<file path="config.mk">
export PLATFORM = sky130hd
export DESIGN_NAME = wave_mem_reader
export DESIGN_NICKNAME = d
export VERILOG_FILES = /design/src/rtl/wave_mem_reader.sv
export SDC_FILE = /design/constraint.sdc
export NUM_CORES = 1
export LEC_CHECK = 0
export CORE_MARGIN = 1.5
export CORE_UTILIZATION = 45
export DETAILED_ROUTE_END_ITERATION = 6
export PLACE_DENSITY_LB_ADDON = 0.12
export SETUP_SLACK_MARGIN = 0.2
export SYNTH_ARGS = -nofsm -noshare
export SYNTH_HDL_FRONTEND = slang
export SYNTH_SLANG_ARGS = --single-unit
</file>
<file path="constraint.sdc">
create_clock -name i_clk -period 5.1 [get_ports i_clk]
set_input_delay 1.02 -clock i_clk [delete_from_list [all_inputs] [get_ports i_clk]]
set_output_delay 1.02 -clock i_clk [all_outputs]
set_load 0.02 [all_outputs]
</file>
<file path="src/rtl/wave_mem_reader.sv">
// Waveform memory reader: each rising edge of memclk advances an 8-bit phase
// address and emits one DAC sample from the waveform selected by memmode.
module wave_mem_reader #(
  parameter int                ADDR_W   = 8,
  parameter int                DATA_W   = 8,
  parameter logic [DATA_W-1:0] MIDSCALE = 8'h80
) (
  input  logic              i_clk,
  input  logic              i_rst_n,
  input  logic              i_memclk,
  input  logic [1:0]        i_memmode,
  input  logic              i_sync_clr,
  output logic [DATA_W-1:0] o_dac_data,
  output logic              o_dac_valid,
  output logic              o_period_done,
  output logic [ADDR_W-1:0] o_cur_addr
);

  localparam logic [1:0] MODE_SINE   = 2'b00;
  localparam logic [1:0] MODE_SQUARE = 2'b01;
  localparam logic [1:0] MODE_TRI    = 2'b10;
  localparam logic [1:0] MODE_SAW    = 2'b11;

  // First quadrant of round(127*sin(2*pi*k/256)), k = 0..64.
  function automatic logic [6:0] quarter_sine(input logic [6:0] idx);
    logic [6:0] v;
    case (idx)
      7'd0:  v = 7'd0;
      7'd1:  v = 7'd3;
      7'd2:  v = 7'd6;
      7'd3:  v = 7'd9;
      7'd4:  v = 7'd12;
      7'd5:  v = 7'd16;
      7'd6:  v = 7'd19;
      7'd7:  v = 7'd22;
      7'd8:  v = 7'd25;
      7'd9:  v = 7'd28;
      7'd10: v = 7'd31;
      7'd11: v = 7'd34;
      7'd12: v = 7'd37;
      7'd13: v = 7'd40;
      7'd14: v = 7'd43;
      7'd15: v = 7'd46;
      7'd16: v = 7'd49;
      7'd17: v = 7'd51;
      7'd18: v = 7'd54;
      7'd19: v = 7'd57;
      7'd20: v = 7'd60;
      7'd21: v = 7'd63;
      7'd22: v = 7'd65;
      7'd23: v = 7'd68;
      7'd24: v = 7'd71;
      7'd25: v = 7'd73;
      7'd26: v = 7'd76;
      7'd27: v = 7'd78;
      7'd28: v = 7'd81;
      7'd29: v = 7'd83;
      7'd30: v = 7'd85;
      7'd31: v = 7'd88;
      7'd32: v = 7'd90;
      7'd33: v = 7'd92;
      7'd34: v = 7'd94;
      7'd35: v = 7'd96;
      7'd36: v = 7'd98;
      7'd37: v = 7'd100;
      7'd38: v = 7'd102;
      7'd39: v = 7'd104;
      7'd40: v = 7'd106;
      7'd41: v = 7'd107;
      7'd42: v = 7'd109;
      7'd43: v = 7'd111;
      7'd44: v = 7'd112;
      7'd45: v = 7'd113;
      7'd46: v = 7'd115;
      7'd47: v = 7'd116;
      7'd48: v = 7'd117;
      7'd49: v = 7'd118;
      7'd50: v = 7'd120;
      7'd51: v = 7'd121;
      7'd52: v = 7'd122;
      7'd53: v = 7'd122;
      7'd54: v = 7'd123;
      7'd55: v = 7'd124;
      7'd56: v = 7'd125;
      7'd57: v = 7'd125;
      7'd58: v = 7'd126;
      7'd59: v = 7'd126;
      7'd60: v = 7'd126;
      7'd61: v = 7'd127;
      7'd62: v = 7'd127;
      7'd63: v = 7'd127;
      default: v = 7'd127;
    endcase
    return v;
  endfunction

  logic              r_memclk_d;
  logic [1:0]        r_mode_q;
  logic [ADDR_W-1:0] r_addr;
  logic [ADDR_W-1:0] r_s1_addr;
  logic [1:0]        r_s1_mode;
  logic              r_s1_valid;
  logic [DATA_W-1:0] r_dac_data;
  logic              r_dac_valid;
  logic              r_period_done;

  logic              w_rise;
  logic [7:0]        w_a;
  logic [1:0]        w_quad;
  logic [6:0]        w_idx;
  logic [6:0]        w_qval;
  logic [7:0]        w_sine;
  logic [8:0]        w_tri9;
  logic [7:0]        w_sample;

  assign w_rise = i_memclk & ~r_memclk_d;

  // Clear and mode change both restart the period and swallow a coincident rise.
  always_ff @(posedge i_clk or negedge i_rst_n) begin
    if (!i_rst_n) begin
      r_memclk_d <= 1'b1;
      r_mode_q   <= MODE_SINE;
      r_addr     <= '0;
      r_s1_addr  <= '0;
      r_s1_mode  <= MODE_SINE;
      r_s1_valid <= 1'b0;
    end else begin
      r_memclk_d <= i_memclk;
      if (i_sync_clr) begin
        r_addr     <= '0;
        r_s1_valid <= 1'b0;
      end else if (i_memmode != r_mode_q) begin
        r_mode_q   <= i_memmode;
        r_addr     <= '0;
        r_s1_valid <= 1'b0;
      end else if (w_rise) begin
        r_s1_addr  <= r_addr;
        r_s1_mode  <= r_mode_q;
        r_s1_valid <= 1'b1;
        r_addr     <= r_addr + ADDR_W'(1);
      end else begin
        r_s1_valid <= 1'b0;
      end
    end
  end

  assign w_a = r_s1_addr;

  // Sine folds the quarter table by quadrant; triangle is formed 9 bits wide.
  always_comb begin
    w_quad   = w_a[7:6];
    w_idx    = w_quad[0] ? (7'd64 - {1'b0, w_a[5:0]}) : {1'b0, w_a[5:0]};
    w_qval   = quarter_sine(w_idx);
    w_sine   = w_quad[1] ? (8'd128 - {1'b0, w_qval}) : (8'd128 + {1'b0, w_qval});
    w_tri9   = w_a[7] ? (9'd511 - {w_a, 1'b0}) : {w_a, 1'b0};
    w_sample = w_a;
    case (r_s1_mode)
      MODE_SINE:   w_sample = w_sine;
      MODE_SQUARE: w_sample = w_a[7] ? 8'd0 : 8'd255;
      MODE_TRI:    w_sample = w_tri9[7:0];
      MODE_SAW:    w_sample = w_a;
      default:     w_sample = w_a;
    endcase
  end

  always_ff @(posedge i_clk or negedge i_rst_n) begin
    if (!i_rst_n) begin
      r_dac_data    <= MIDSCALE;
      r_dac_valid   <= 1'b0;
      r_period_done <= 1'b0;
    end else begin
      r_dac_valid   <= r_s1_valid;
      r_period_done <= r_s1_valid & (r_s1_addr == {ADDR_W{1'b1}});
      if (r_s1_valid) begin
        r_dac_data <= w_sample;
      end
    end
  end

  assign o_dac_data    = r_dac_data;
  assign o_dac_valid   = r_dac_valid;
  assign o_period_done = r_period_done;
  assign o_cur_addr    = r_addr;

endmodule

</file>
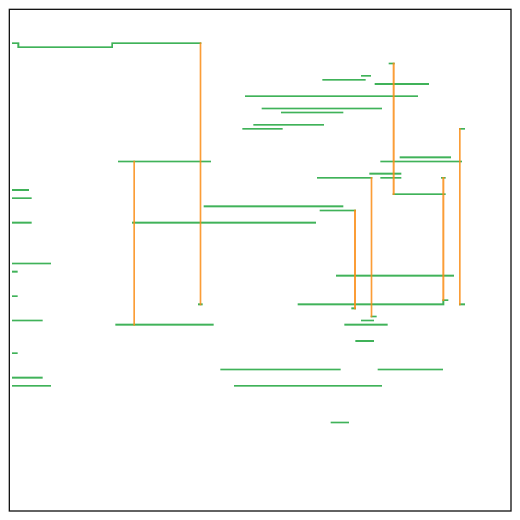
(routed metal, one color a layer)
Drawn at 6 px/µm. Only two layers are drawn.
M3 -> green  # wire length 414 µm
M4 -> orange  # wire length 182 µm

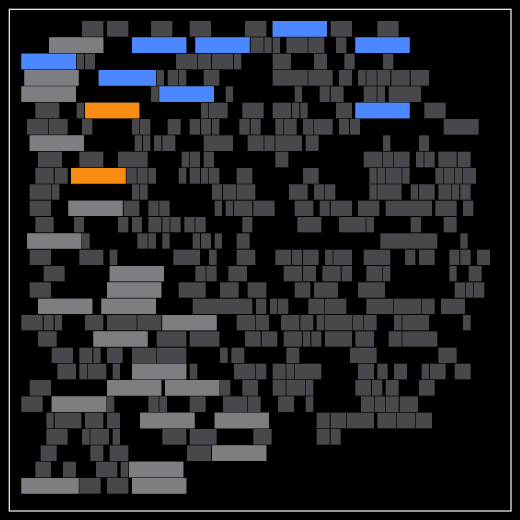
(register map, names as in the netlist)
Drawn at 6 px/µm. Other sequential cells in the stronger gray, the rest of the logic in the fainter gray.
`r_s1_mode` -> orange  # flops 2
`o_dac_data` -> blue  # flops 8

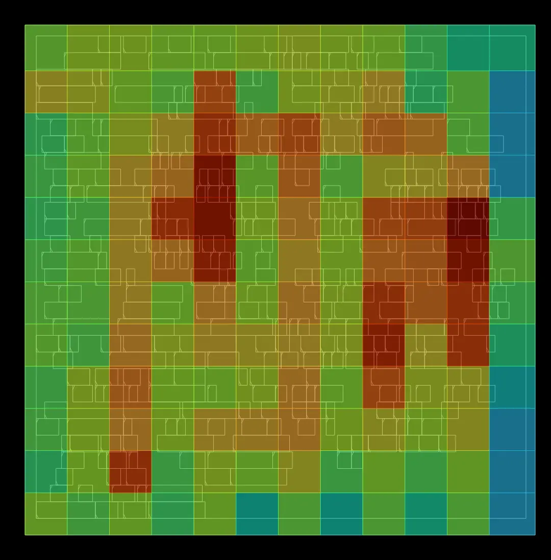
(routing congestion map)
final design utilization: 51.55%
met1 Track Usage GR: 33.75%
M3 GR Usage: 2.684%
met2 Use GR: 36.29%

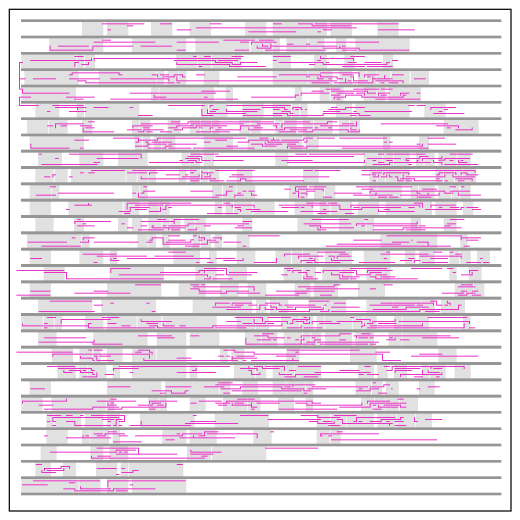
(the metal 1 layer)
Drawn at 6 px/µm. Supply wires on this layer in gray. Cells faint in the background.
wire length on this layer = 3560 µm
longest straight run = 26.7 µm
nets with wire on the layer = 345
share of all routed wire = 46%

flip-flops by register name, summed over array words and instances, names as in the netlist:
register	flops
o_dac_valid	1
r_mode_q	2
o_dac_data	8
r_s1_valid	1
r_s1_addr	8
o_period_done	1
o_cur_addr	8
r_memclk_d	1
r_s1_mode	2
layout make-up:
class / instances / area, µm² / area share, %
repair buffers: 32 / 297.8 / 9.150
flip-flops and latches: 32 / 803.3 / 24.68
inverters: 10 / 37.54 / 1.153
well taps: 77 / 96.34 / 2.960
clock inverters: 2 / 15.01 / 0.4614
clock buffers: 6 / 82.58 / 2.537
multi-input cells: 279 / 1922 / 59.05
cell families (layout without fill, tap and decap cells):
logic type	count (synthesis)	in the layout	synth area share, %
xor+xnor	19	19	5.981
buf+inv	39	50	6.282
simple gates	124	124	21.51
mux	18	18	7.401
flops	32	32	27.62
compound gates	105	105	25.60
fa+ha+maj	13	13	5.594
per-layer routing:
layer / share of wire (%) / wire, µm / global-route usage (%) / up-vias
met5: 0 / 0 / 0 / -
met4: 2.4 / 181 / 8.636 / 0
met3: 5.4 / 413 / 2.684 / 14
met2: 46 / 3532 / 36.29 / 78
met1: 46 / 3561 / 33.75 / 1305
li1: - / - / - / 1306
critical path, delay by kind of cell, from the launching register on:
family	cells	cell delay [ns]
xor gates and xnor gates	1	0.16
AOI/OAI and AO/OA	7	1.42
buffers and inverters	3	0.53
muxes	1	0.30
DFF	1	0.59
and+or+nand+nor	3	0.19
adders and majority gates	3	0.97
power by group through the flow:
stage	clock (mW)	combinational, mW	sequential, mW
after floorplan	0	0.421	0.381
after global placement	0	0.601	0.379
after detailed placement	0	0.603	0.380
after CTS	0.217	0.605	0.375
after global routing	0.229	0.677	0.387
final	0.214	0.605	0.376
placed cells by master, fill, tap and decap left out, drive strengths merged, types with 8 or more instances in the layout:
cell	n
a31oi	9
buf	9
a21oi	23
xnor2	9
dfrtp	30
ha	13
nor3	10
nand2	38
nand2b	8
inv	10
xor2	10
o21ai	25
mux2	12
clkdlybuf4s50	23
nand3	9
nor2	28
through the flow:
step | utilization, % | std cells | setup WS (ns)
2_1_floorplan | - | 350 | 1.225
3_5_place_dp | 50.00 | 430 | 0.9269
3_3_place_gp | 50.00 | 430 | 1.059
6_report | 51.55 | 438 | 0.8982
4_1_cts | 51.55 | 438 | 0.9224
5_1_grt | 51.55 | 438 | 0.4304
final timing paths:
kind,from,slack [ns],endpoint,cells past startpoint
hold reg to reg,o_dac_data[7],0.49,o_dac_data[7],2
hold / removal,o_dac_data[7],0.49,o_dac_data[7],2
setup reg to reg,r_s1_addr[1],0.90,o_dac_data[4],18
setup / recovery,r_s1_addr[1],0.90,o_dac_data[4],18
min in group asynchronous,i_rst_n,1.11,o_dac_data[6],2
max in group asynchronous,i_rst_n,3.64,r_memclk_d,2
==> changes_impl.md <==
## Implementation

- Slowest-stage cell, CP: dfrtp_1
- Worst-margin pin slew: 1.052 ns
- Mapped Avg Cell Area: 8.308 µm²
- Root buffer cell: clkbuf_8
- Hold slack: 0.4905 ns
- Slowest stage delay, CP: 0.59 ns
- CP Launch Type: register
- Largest net degree at the start of global routing: 33
- Floorplan Nets: 369
- Final setup skew: 0.01098 ns
- Floorplan core density: 46.06%
- Lkg Pwr: 1.276 nW
- Port Buffers: 23
- Setup Viol. Count Final: 0
- Share of flip-flops with an asynchronous set or reset: 100.0%
- CP Data Arrival Time: 4.42 ns
- Clock sinks: 32
- Switching Share: 44.02%
- Rel. slew slack: 29.87%
- DRT iter0 DRCs: 197
- Chip Width: 83.39 µm
- Clk slew on worst S/H paths: 0.08 ns
- Die height: 83.39 µm
- Warnings from Yosys: 0
- Io pins: 24
- N_diodes: 0
- Latency at later pin: 0.29 ns
- Area share, top type: 25.82%
- Max Slew Vio Count: 0
- Fill count: 615
- Comb power frac: 50.6%
- Clk pwr share: 17.9%
- Vias in the first global route: 2501
- PnR Total Power: 1.194 mW
- Drt drc: 0
- Int Power: 0.6686 mW
- Max VDD drop: 235.4 µV
- Netlist cell types: 72
- Netlist Area Pre-Place: 2908 µm²
- Post-Synthesis Cells: 350
- Top cells, area: dfrtp_1 (26%), ha_1 (5.6%), nand2_1 (4.8%), o21ai_0 (4.1%), a21oi_1 (4.0%)
- Post-synth regs: 32
- Endpoint class of the critical path: register
- Routed WL per cell: 17.55 µm
- Hold Crit Class: register to register
- Max cap viols: 0
- Synth top cell by count: nand2_1
- Design area: 3254 µm²
- Post-CTS Hold Fix Bufs: 0
- Largest fanout on the critical path: 13
- Post-detail-place hpwl: 5534 µm
- TritonCTS clock tree: yes
- Unrepaired setup endpoints after global routing: false
- Antenna Violating Nets Remaining: 0
- Initial antenna violation count: 0
- Post-CTS Setup Bufs: 0
- NetSw: 0.5258 mW
- Number of enable flip-flop cells: 0
- Routed via count: 2703
- Drt pass-1 iters: 4
- Status: finished, final reports clean
- Sequential share of power: 31.4%
- DR vias/cell: 6.171
- Critical-path cell list: inv_1 > ha_1 > nand2_1 > o21ai_1 > inv_1 > ha_1 > mux2_2 > o22ai_1 > a211oi_1 > a311oi_1 > o22ai_2 > ha_1 > inv_1 > nor2_1 > a41oi_2 > xor2_1 > nand2_1 > a31oi_1
- CTS Buffer Depth: 2
- Core area: 6314 µm²
- Crit path DRT: 5.32 ns
- Tool warnings: 34
Power is estimated from default activity; no workload was simulated.
